## config.mk

```make
export PLATFORM = sky130hd
export DESIGN_NAME = pe_host_bridge_flat
export DESIGN_NICKNAME = d
export VERILOG_FILES = /design/src/rtl/pe_host_pkg.sv /design/src/rtl/pe_host_bridge_if.sv /design/src/rtl/pe_host_lane_packer.sv /design/src/rtl/pe_host_bridge.sv /design/src/flat_wrapper.sv
export SDC_FILE = /design/constraint.sdc
export NUM_CORES = 1
export LEC_CHECK = 0
export CORE_AREA = 4 4 240 242
export DETAILED_ROUTE_END_ITERATION = 16
export DIE_AREA = 0 0 244 246
export HOLD_SLACK_MARGIN = 0.02
export MAX_ROUTING_LAYER = met4
export PLACE_DENSITY_LB_ADDON = 0.3
export SLEW_MARGIN = 25
export SYNTH_ARGS = -nofsm -noshare
export SYNTH_HDL_FRONTEND = slang
export SYNTH_SLANG_ARGS = --single-unit
```

## constraint.sdc

```tcl
create_clock -name iClk -period 3.1 [get_ports iClk]
set_input_delay 0.775 -clock iClk [delete_from_list [all_inputs] [get_ports iClk]]
set_output_delay 0.775 -clock iClk [all_outputs]
set_load 0.02 [all_outputs]
```

## src/rtl/pe_host_pkg.sv

```systemverilog
// rtl/pe_host_pkg.sv - register map, control/status bit positions and run-control states
package pe_host_pkg;

    localparam logic [2:0] REG_CTRL      = 3'd0;
    localparam logic [2:0] REG_STATUS    = 3'd1;
    localparam logic [2:0] REG_IMEM_ADDR = 3'd2;
    localparam logic [2:0] REG_IMEM_DATA = 3'd3;
    localparam logic [2:0] REG_RUN_LEN   = 3'd4;
    localparam logic [2:0] REG_OUT_COUNT = 3'd5;
    localparam logic [2:0] REG_OUT_PTR   = 3'd6;
    localparam logic [2:0] REG_OUT_DATA  = 3'd7;

    localparam int CTRL_START  = 0;
    localparam int CTRL_STOP   = 1;
    localparam int CTRL_IRQ_EN = 2;
    localparam int CTRL_CLEAR  = 3;

    localparam int STAT_DONE     = 2;
    localparam int STAT_OVF      = 3;
    localparam int STAT_IRQ      = 4;
    localparam int STAT_IMEM_ERR = 5;

    typedef enum logic [1:0] {
        ST_IDLE = 2'd0,
        ST_RUN  = 2'd1,
        ST_DONE = 2'd2
    } state_e;

endpackage

```

## src/rtl/pe_host_bridge_if.sv

```systemverilog
// rtl/pe_host_bridge_if.sv - host slave bus bundle between SoC master and the bridge
interface pe_host_bridge_if #(
    parameter int DataWidth = 32
);
    logic                 iChipSelect_n;
    logic                 iWrite_n;
    logic                 iRead_n;
    logic [2:0]           iAddress;
    logic [DataWidth-1:0] iData;
    logic [DataWidth-1:0] oData;
    logic                 oReadValid;

    modport master (
        output iChipSelect_n, iWrite_n, iRead_n, iAddress, iData,
        input  oData, oReadValid
    );

    modport slave (
        input  iChipSelect_n, iWrite_n, iRead_n, iAddress, iData,
        output oData, oReadValid
    );
endinterface

```

## src/rtl/pe_host_lane_packer.sv

```systemverilog
// rtl/pe_host_lane_packer.sv - assembles Lanes host words into one instruction word
module pe_host_lane_packer #(
    parameter int Lanes     = 4,
    parameter int DataWidth = 32
) (
    input  logic                       iClk,
    input  logic                       iReset_n,
    input  logic                       i_clear,
    input  logic                       i_wr_en,
    input  logic [DataWidth-1:0]       i_data,
    output logic                       o_commit,
    output logic [Lanes*DataWidth-1:0] o_word
);
    localparam int LaneBits = $clog2(Lanes);

    logic [LaneBits-1:0]        r_lane;
    logic [Lanes*DataWidth-1:0] r_word;
    logic                       r_commit;

    always_ff @(posedge iClk or negedge iReset_n) begin
        if (!iReset_n) begin
            r_lane   <= '0;
            r_word   <= '0;
            r_commit <= 1'b0;
        end else begin
            r_commit <= 1'b0;
            if (i_clear) begin
                r_lane <= '0;
            end else if (i_wr_en) begin
                r_word[int'(r_lane)*DataWidth +: DataWidth] <= i_data;
                // Lanes is a power of two, so the counter wraps back to lane 0 by itself
                r_lane <= r_lane + LaneBits'(1);
                if (r_lane == LaneBits'(Lanes - 1))
                    r_commit <= 1'b1;
            end
        end
    end

    assign o_commit = r_commit;
    assign o_word   = r_word;
endmodule

```

## src/rtl/pe_host_bridge.sv

```systemverilog
// rtl/pe_host_bridge.sv - host bridge: instruction packing, PE run control, output capture and readback
module pe_host_bridge
    import pe_host_pkg::*;
#(
    parameter int DataWidth     = 32,
    parameter int Lanes         = 4,
    parameter int ImemAddrWidth = 10,
    parameter int OutAddrWidth  = 10
) (
    input  logic                       iClk,
    input  logic                       iReset_n,
    pe_host_bridge_if.slave            bus,
    output logic                       oIrq,
    output logic                       oPeRst_n,
    output logic                       oImemWrEn,
    output logic [ImemAddrWidth-1:0]   oImemWrAddr,
    output logic [Lanes*DataWidth-1:0] oImemWrData,
    input  logic [Lanes*DataWidth-1:0] iPeData,
    input  logic [Lanes-1:0]           iPeReady,
    output logic                       oBufWrEn,
    output logic [OutAddrWidth-1:0]    oBufWrAddr,
    output logic [Lanes*DataWidth-1:0] oBufWrData,
    output logic [OutAddrWidth-1:0]    oBufRdAddr,
    input  logic [Lanes*DataWidth-1:0] iBufRdData
);
    localparam int LaneBits = $clog2(Lanes);
    localparam int PtrWidth = OutAddrWidth + LaneBits;
    localparam logic [OutAddrWidth:0] DepthCnt = {1'b1, {OutAddrWidth{1'b0}}};

    state_e                     r_state, w_state_next;
    logic [ImemAddrWidth-1:0]   r_imem_addr;
    logic [OutAddrWidth:0]      r_run_len, r_out_count;
    logic [PtrWidth-1:0]        r_out_ptr;
    logic                       r_irq_en, r_done, r_overflow, r_irq_pend, r_imem_err;
    logic                       r_buf_wr_en;
    logic [OutAddrWidth-1:0]    r_buf_wr_addr;
    logic [Lanes*DataWidth-1:0] r_buf_wr_data;
    logic                       r_rd_pend, r_rd_is_out, r_rd_valid;
    logic [LaneBits-1:0]        r_rd_lane;
    logic [DataWidth-1:0]       r_rd_word, r_rd_data, w_rd_word;

    logic w_wr, w_rd, w_ctrl_wr, w_start, w_stop, w_clear;
    logic w_in_run, w_imem_wr, w_imem_addr_wr, w_imem_blocked;
    logic w_beat, w_full, w_capture, w_ovf, w_limit, w_enter_run, w_enter_done;
    logic w_commit;
    logic [OutAddrWidth:0] w_count_inc;

    assign w_wr      = !bus.iChipSelect_n && !bus.iWrite_n;
    assign w_rd      = !bus.iChipSelect_n && !bus.iRead_n;
    assign w_ctrl_wr = w_wr && (bus.iAddress == REG_CTRL);
    assign w_start   = w_ctrl_wr && bus.iData[CTRL_START];
    assign w_stop    = w_ctrl_wr && bus.iData[CTRL_STOP];
    assign w_clear   = w_ctrl_wr && bus.iData[CTRL_CLEAR];
    assign w_in_run  = (r_state == ST_RUN);

    assign w_imem_wr      = w_wr && (bus.iAddress == REG_IMEM_DATA);
    assign w_imem_addr_wr = w_wr && (bus.iAddress == REG_IMEM_ADDR);
    assign w_imem_blocked = w_in_run && (w_imem_wr || w_imem_addr_wr);

    assign w_beat      = w_in_run && (&iPeReady);
    assign w_full      = (r_out_count == DepthCnt);
    assign w_count_inc = r_out_count + (OutAddrWidth + 1)'(1);
    assign w_capture   = w_beat && !w_full && !w_clear;
    assign w_ovf       = w_beat && w_full && !w_clear;
    assign w_limit     = w_capture && (r_run_len != '0) && (w_count_inc == r_run_len);

    always_comb begin
        w_state_next = r_state;
        if (w_clear) begin
            w_state_next = ST_IDLE;
        end else begin
            case (r_state)
                ST_IDLE, ST_DONE: if (w_start) w_state_next = ST_RUN;
                ST_RUN:           if (w_stop || w_limit || w_ovf) w_state_next = ST_DONE;
                default:          w_state_next = ST_IDLE;
            endcase
        end
    end

    always_ff @(posedge iClk or negedge iReset_n) begin
        if (!iReset_n) r_state <= ST_IDLE;
        else           r_state <= w_state_next;
    end

    assign w_enter_run  = (w_state_next == ST_RUN)  && (r_state != ST_RUN);
    assign w_enter_done = (w_state_next == ST_DONE) && (r_state != ST_DONE);

    pe_host_lane_packer #(.Lanes(Lanes), .DataWidth(DataWidth)) u_packer (
        .iClk     (iClk),
        .iReset_n (iReset_n),
        .i_clear  ((w_imem_addr_wr && !w_in_run) || w_clear),
        .i_wr_en  (w_imem_wr && !w_in_run),
        .i_data   (bus.iData),
        .o_commit (w_commit),
        .o_word   (oImemWrData)
    );

    always_ff @(posedge iClk or negedge iReset_n) begin
        if (!iReset_n) begin
            r_imem_addr   <= '0;
            r_run_len     <= '0;
            r_out_count   <= '0;
            r_out_ptr     <= '0;
            r_irq_en      <= 1'b0;
            r_done        <= 1'b0;
            r_overflow    <= 1'b0;
            r_irq_pend    <= 1'b0;
            r_imem_err    <= 1'b0;
            r_buf_wr_en   <= 1'b0;
            r_buf_wr_addr <= '0;
            r_buf_wr_data <= '0;
        end else begin
            r_buf_wr_en <= w_capture;
            if (w_capture) begin
                r_buf_wr_addr <= r_out_count[OutAddrWidth-1:0];
                r_buf_wr_data <= iPeData;
                r_out_count   <= w_count_inc;
            end
            if (w_ctrl_wr)
                r_irq_en <= bus.iData[CTRL_IRQ_EN];
            if (w_wr && (bus.iAddress == REG_RUN_LEN))
                r_run_len <= bus.iData[OutAddrWidth:0];
            if (w_wr && (bus.iAddress == REG_STATUS)) begin
                if (bus.iData[STAT_IRQ])      r_irq_pend <= 1'b0;
                if (bus.iData[STAT_IMEM_ERR]) r_imem_err <= 1'b0;
            end
            if (w_imem_blocked) r_imem_err <= 1'b1;
            if (w_ovf)          r_overflow <= 1'b1;
            if (w_enter_run) begin
                r_out_count <= '0;
                r_done      <= 1'b0;
                r_overflow  <= 1'b0;
            end
            if (w_enter_done) begin
                r_done <= 1'b1;
                if (r_irq_en) r_irq_pend <= 1'b1;
            end
            // The commit pulse is already on the port, so the address advances behind it
            if (w_imem_addr_wr && !w_in_run)
                r_imem_addr <= bus.iData[ImemAddrWidth-1:0];
            else if (w_commit)
                r_imem_addr <= r_imem_addr + ImemAddrWidth'(1);
            if (w_wr && (bus.iAddress == REG_OUT_PTR))
                r_out_ptr <= bus.iData[PtrWidth-1:0];
            else if (w_rd && (bus.iAddress == REG_OUT_DATA))
                r_out_ptr <= r_out_ptr + PtrWidth'(1);
            if (w_clear) begin
                r_out_count <= '0;
                r_out_ptr   <= '0;
                r_done      <= 1'b0;
                r_overflow  <= 1'b0;
                r_irq_pend  <= 1'b0;
                r_imem_err  <= 1'b0;
            end
        end
    end

    always_comb begin
        w_rd_word = '0;
        case (bus.iAddress)
            REG_STATUS:    w_rd_word = DataWidth'({r_imem_err, r_irq_pend, r_overflow, r_done, r_state});
            REG_IMEM_ADDR: w_rd_word = DataWidth'(r_imem_addr);
            REG_RUN_LEN:   w_rd_word = DataWidth'(r_run_len);
            REG_OUT_COUNT: w_rd_word = DataWidth'(r_out_count);
            default:       w_rd_word = '0;
        endcase
    end

    // Two-stage read path: every register waits one stage so OUT_DATA's buffer latency is hidden
    always_ff @(posedge iClk or negedge iReset_n) begin
        if (!iReset_n) begin
            r_rd_pend   <= 1'b0;
            r_rd_is_out <= 1'b0;
            r_rd_lane   <= '0;
            r_rd_word   <= '0;
            r_rd_valid  <= 1'b0;
            r_rd_data   <= '0;
        end else begin
            r_rd_pend <= w_rd;
            if (w_rd) begin
                r_rd_is_out <= (bus.iAddress == REG_OUT_DATA);
                r_rd_lane   <= r_out_ptr[LaneBits-1:0];
                r_rd_word   <= w_rd_word;
            end
            r_rd_valid <= r_rd_pend;
            if (r_rd_pend)
                r_rd_data <= r_rd_is_out ? iBufRdData[int'(r_rd_lane)*DataWidth +: DataWidth] : r_rd_word;
        end
    end

    assign bus.oData      = r_rd_data;
    assign bus.oReadValid = r_rd_valid;
    assign oIrq           = r_irq_pend;
    assign oPeRst_n       = w_in_run;
    assign oImemWrEn      = w_commit;
    assign oImemWrAddr    = r_imem_addr;
    assign oBufWrEn       = r_buf_wr_en;
    assign oBufWrAddr     = r_buf_wr_addr;
    assign oBufWrData     = r_buf_wr_data;
    assign oBufRdAddr     = r_out_ptr[PtrWidth-1:LaneBits];
endmodule

```

## src/flat_wrapper.sv

```systemverilog
// flat-port wrapper written by rule: the top's interface ports become plain ports
module pe_host_bridge_flat import pe_host_pkg::*;
#(
    parameter int DataWidth     = 32,
    parameter int Lanes         = 4,
    parameter int ImemAddrWidth = 10,
    parameter int OutAddrWidth  = 10
)
  (iClk, iReset_n, oIrq, oPeRst_n, oImemWrEn, oImemWrAddr, oImemWrData, iPeData, iPeReady, oBufWrEn, oBufWrAddr, oBufWrData, oBufRdAddr, iBufRdData, bus_iChipSelect_n, bus_iWrite_n, bus_iRead_n, bus_iAddress, bus_iData, bus_oData, bus_oReadValid);
  pe_host_bridge_if #(.DataWidth(DataWidth)) bus_i ();
  input  logic iClk;
  input  logic iReset_n;
  output logic oIrq;
  output logic oPeRst_n;
  output logic oImemWrEn;
  output logic [ImemAddrWidth-1:0] oImemWrAddr;
  output logic [Lanes*DataWidth-1:0] oImemWrData;
  input  logic [Lanes*DataWidth-1:0] iPeData;
  input  logic [Lanes-1:0] iPeReady;
  output logic oBufWrEn;
  output logic [OutAddrWidth-1:0] oBufWrAddr;
  output logic [Lanes*DataWidth-1:0] oBufWrData;
  output logic [OutAddrWidth-1:0] oBufRdAddr;
  input  logic [Lanes*DataWidth-1:0] iBufRdData;
  input wire logic [$bits(bus_i.iChipSelect_n)-1:0] bus_iChipSelect_n;
  input wire logic [$bits(bus_i.iWrite_n)-1:0] bus_iWrite_n;
  input wire logic [$bits(bus_i.iRead_n)-1:0] bus_iRead_n;
  input wire logic [$bits(bus_i.iAddress)-1:0] bus_iAddress;
  input wire logic [$bits(bus_i.iData)-1:0] bus_iData;
  output wire logic [$bits(bus_i.oData)-1:0] bus_oData;
  output wire logic [$bits(bus_i.oReadValid)-1:0] bus_oReadValid;
  assign bus_i.iChipSelect_n = bus_iChipSelect_n;
  assign bus_i.iWrite_n = bus_iWrite_n;
  assign bus_i.iRead_n = bus_iRead_n;
  assign bus_i.iAddress = bus_iAddress;
  assign bus_i.iData = bus_iData;
  assign bus_oData = bus_i.oData;
  assign bus_oReadValid = bus_i.oReadValid;
  pe_host_bridge #(.DataWidth(DataWidth), .Lanes(Lanes), .ImemAddrWidth(ImemAddrWidth), .OutAddrWidth(OutAddrWidth)) u_core (.iClk(iClk), .iReset_n(iReset_n), .bus(bus_i), .oIrq(oIrq), .oPeRst_n(oPeRst_n), .oImemWrEn(oImemWrEn), .oImemWrAddr(oImemWrAddr), .oImemWrData(oImemWrData), .iPeData(iPeData), .iPeReady(iPeReady), .oBufWrEn(oBufWrEn), .oBufWrAddr(oBufWrAddr), .oBufWrData(oBufWrData), .oBufRdAddr(oBufRdAddr), .iBufRdData(iBufRdData));
endmodule
```

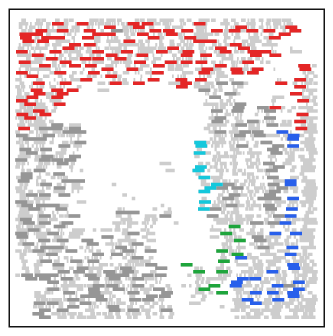
**Above:** where the registers sit.
Other sequential cells in the stronger gray, the rest of the logic in the fainter gray.
- red: `u_core.oBufWrData` (flops 128; where a horizontal strip, top)
- cyan: `u_core.r_run_len` (flops 11)
- blue: `u_core.bus.oData` (flops 32)
- green: `u_core.r_out_ptr` (flops 12)

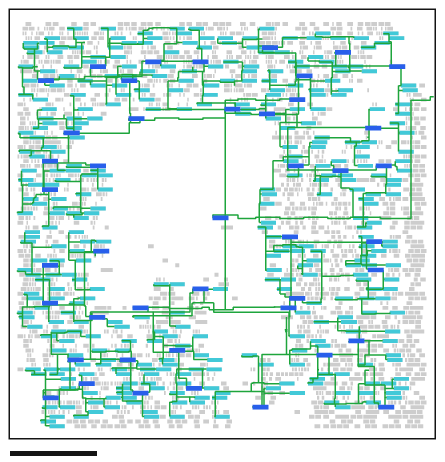
**Above:** clock network drawn from the DEF.
Bar = 50 um.
- green: clock wires (length 5390 um)
- blue: cells driving clock nets (count 44)
- cyan: flip-flops (count 369)
- routed clock nets: 45

==> impl_metrics.yaml <==
# implementation run metrics
run_status:
  status: "completed"
critical_path:
  crit_path_top_delay_cell: "clkdlybuf4s50_1"
  end_kind: "output port"
  cp.depth: 3
  crit_path_max_incr_delay_ns: 0.65
  rrSetupSlack_ns: 0.66
  crit_required_ns: 2.32
  path_cells: "nand2b_1, inv_2, clkdlybuf4s50_1"
  crit_start: "u_core.r_state[1]$_DFF_PN0_"
  critPathTopFamily: "buffers and inverters"
  critPathKind: "flip-flop to output port"
  reg2reg_depth: 8
synth:
  synth_area_leader_cell: "dfrtp_1"
  edf_count: 0
  syn_avg_cell_area_um2: 9.276
  ys_dominant_reg_cell: "dfrtp_1"
  ys_ff: 369
  ys_area_um2: 16430
  ys_seq_share_pct: 56.21
  yosys-stat-cells: 1771
  async_flop_share_pct: 100.0
  synthCells: 1771
  synth.area.top_cells: "dfrtp_1 56%, nand2_1 16%, mux4_2 4.4%"
  yosysTopAreaCellShare_pct: 56.21
  synth_cell_types: 59
final_timing:
  min_period_over_period_pct: 88.15
  slew_headroom_pct: 49.55
  finalMaxSlewViolations: 0
  finalSetupTns_ns: 0
  setup_viol: 0
cells_and_area:
  finalNetCount: 2677
  antenna_cells: 2
  buf_share_pct: 27.30
  buffers: 680
  syn2layout_area_growth_pct: 52.84
  seq_area_um2: 9239
  clk_share_pct: 5.721
  seq_share_pct: 36.80
  seq_cells: 369
  n_clock_buffer: 64
  comb_area_um2: 6511
  largest_class: "flip-flops and latches"
  n_fill_cell: 5227
  nNonClkInverters: 33
global_route:
  grt_max_degree: 95
  grt_overflow: 0
  antenna_found_initial: 2
  grt_pass1_wl_um: 91680
  grt_pass1_vias: 15210
clock_tree:
  cts_htree_levels: 2
  cts_setup_buffers: 0
  cts_sinks: 369
  cts_made_buffers: 44
  cts_tree: "yes"
  clock_latency_ns: 0.57
  cts_root_buffer: "clkbuf_16"
  max-clock-path-buffers: 3
placement:
  portBuffers: 622
  place_area_um2: 23660
  dp_hpwl_um: 45410
floorplan:
  io_pins: 623
  num_rows: 86
  die_area_um2: 60020
  num_tap_cells: 748
  fp-utilization_pct: 29.82
power_and_ir_drop:
  seq_power_share_pct: 39.8
  p_sw_w: 0.004499
  power_density_nw_per_um2: 593.0
  ir_drop_v: 0.0003858
  clockPowerShare_pct: 34.7
  leakagePower_nw: 10.89
  combPwrFrac_pct: 25.5
detailed_routing:
  num_vias: 14790
  detail_route.vias_per_cell: 4.702
  wl_met3_um: 4551
  drtPass1Iterations: 5
  final_antenna_net_count: 0
  wl_met1_um: 23900
  drt_wl_total_um: 60730
hold_path:
  hp-class: "input port to async pin"
run:
  drv_cap: 0
  warnings: 32
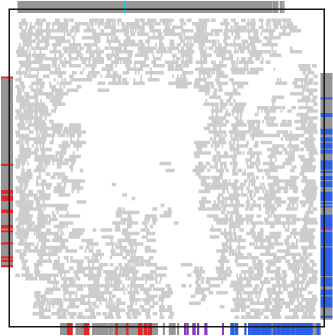
**Above:** pin placement.
Pins as bars across the die edge, other pins in gray.
- red: `bus_iData` (pins 32; direction input; edge 16 south, 16 west)
- blue: `iBufRdData` (pins 128; direction input; edge 77 east, 51 south)
- cyan: `oBufWrEn` (pins 1; direction output; edge north)
- purple: `oBufRdAddr` (pins 10; direction output; edge 8 south, 2 east)
- all pins by edge: 219 north, 154 south, 141 east, 109 west

==> power by group through the flow <==
stage | clock, W | combinational, W | sequential, W
floorplan | 0 | 0.00129 | 0.00644
global placement | 0 | 0.00379 | 0.00597
detailed placement | 0 | 0.00384 | 0.00600
CTS | 0.00533 | 0.00386 | 0.00593
global route | 0.00555 | 0.00409 | 0.00601
finish | 0.00516 | 0.00380 | 0.00592
==> state kept, by name (all words and copies together) (netlist names), 2 cells and up <==
name,count
u_core.oBufWrData,128
u_core.r_rd_lane,2
u_core.oBufWrAddr,10
u_core.r_run_len,11
u_core.oImemWrAddr,10
u_core.bus.oData,32
u_core.u_packer.r_lane,2
u_core.r_rd_word,11
u_core.r_out_ptr,12
u_core.u_packer.o_word,128
u_core.r_state,2
u_core.r_out_count,11
==> layout by cell type, fill, tap and decap left out, types with 15 or more instances in the layout <==
| cell | instances |
|---|---|
| mux4_2 | 32 |
| nand3_1 | 36 |
| nand2_1 | 714 |
| o21ai_1 | 131 |
| buf_12 | 15 |
| inv_1 | 30 |
| clkbuf_16 | 44 |
| xor2_1 | 18 |
| mux2i_1 | 19 |
| xnor2_1 | 18 |
| o21ai_0 | 52 |
| buf_4 | 43 |
| a22oi_1 | 15 |
| nor2_1 | 45 |
| a21oi_1 | 22 |
| dfrtp_1 | 367 |
| clkdlybuf4s50_1 | 621 |
==> cell families after synthesis <==
| logic type | share of synthesized area (%) |
|---|---|
| fa+ha+maj | 0.7617 |
| simple gates | 21.30 |
| compound gates | 9.125 |
| mux | 6.299 |
| flops | 56.21 |
| xor+xnor | 1.919 |
| buf+inv | 4.380 |
==> synthesized netlist by cell type, types with 19 or more instances <==
master    instances
a21oi_1          22
buf_2            38
clkbuf_1         68
dfrtp_1         369
inv_1            30
mux2i_1          19
mux4_2           32
nand2_1         716
nand3_1          37
nor2_1           45
o21ai_0          52
o21ai_1         131
==> metrics by stage <==
step	total power (W)	util [%]	setup WS, ns	cells	hold WS (ns)
6_report	0.01489	45.57	0.3673	3146	0.1463
3_3_place_gp	0.009765	42.95	0.1912	3069	0.4572
4_1_cts	0.01511	45.56	0.3458	3144	0.1357
2_1_floorplan	0.007727	-	0.8185	1771	0.3520
5_1_grt	0.01565	45.57	0.2678	3146	0.1501
3_5_place_dp	0.009841	42.95	0.1424	3069	0.4613
==> how the worst min path moves through the flow <==
stage	from	slack, ns	end
CTS	iReset_n	0.14	u_core.oBufWrData[12]$_DFFE_PN0P_
global placement	u_core.oBufWrData[102]$_DFFE_PN0P_	0.46	u_core.oBufWrData[102]$_DFFE_PN0P_
floorplan	u_core.r_rd_pend$_DFF_PN0_	0.35	u_core.bus.oReadValid$_DFF_PN0_
detailed placement	u_core.oBufWrData[30]$_DFFE_PN0P_	0.46	u_core.oBufWrData[30]$_DFFE_PN0P_
global route	iReset_n	0.15	u_core.oBufWrData[12]$_DFFE_PN0P_
finish	iReset_n	0.15	u_core.oBufWrData[9]$_DFFE_PN0P_
==> metal layers <==
metal,vias to the layer above,GRT usage [%]
li1,7000,-
met4,0,6.650
met5,-,-
met1,7153,23.63
met3,117,5.616
met2,521,33.37
Power is estimated from default activity; no workload was simulated.
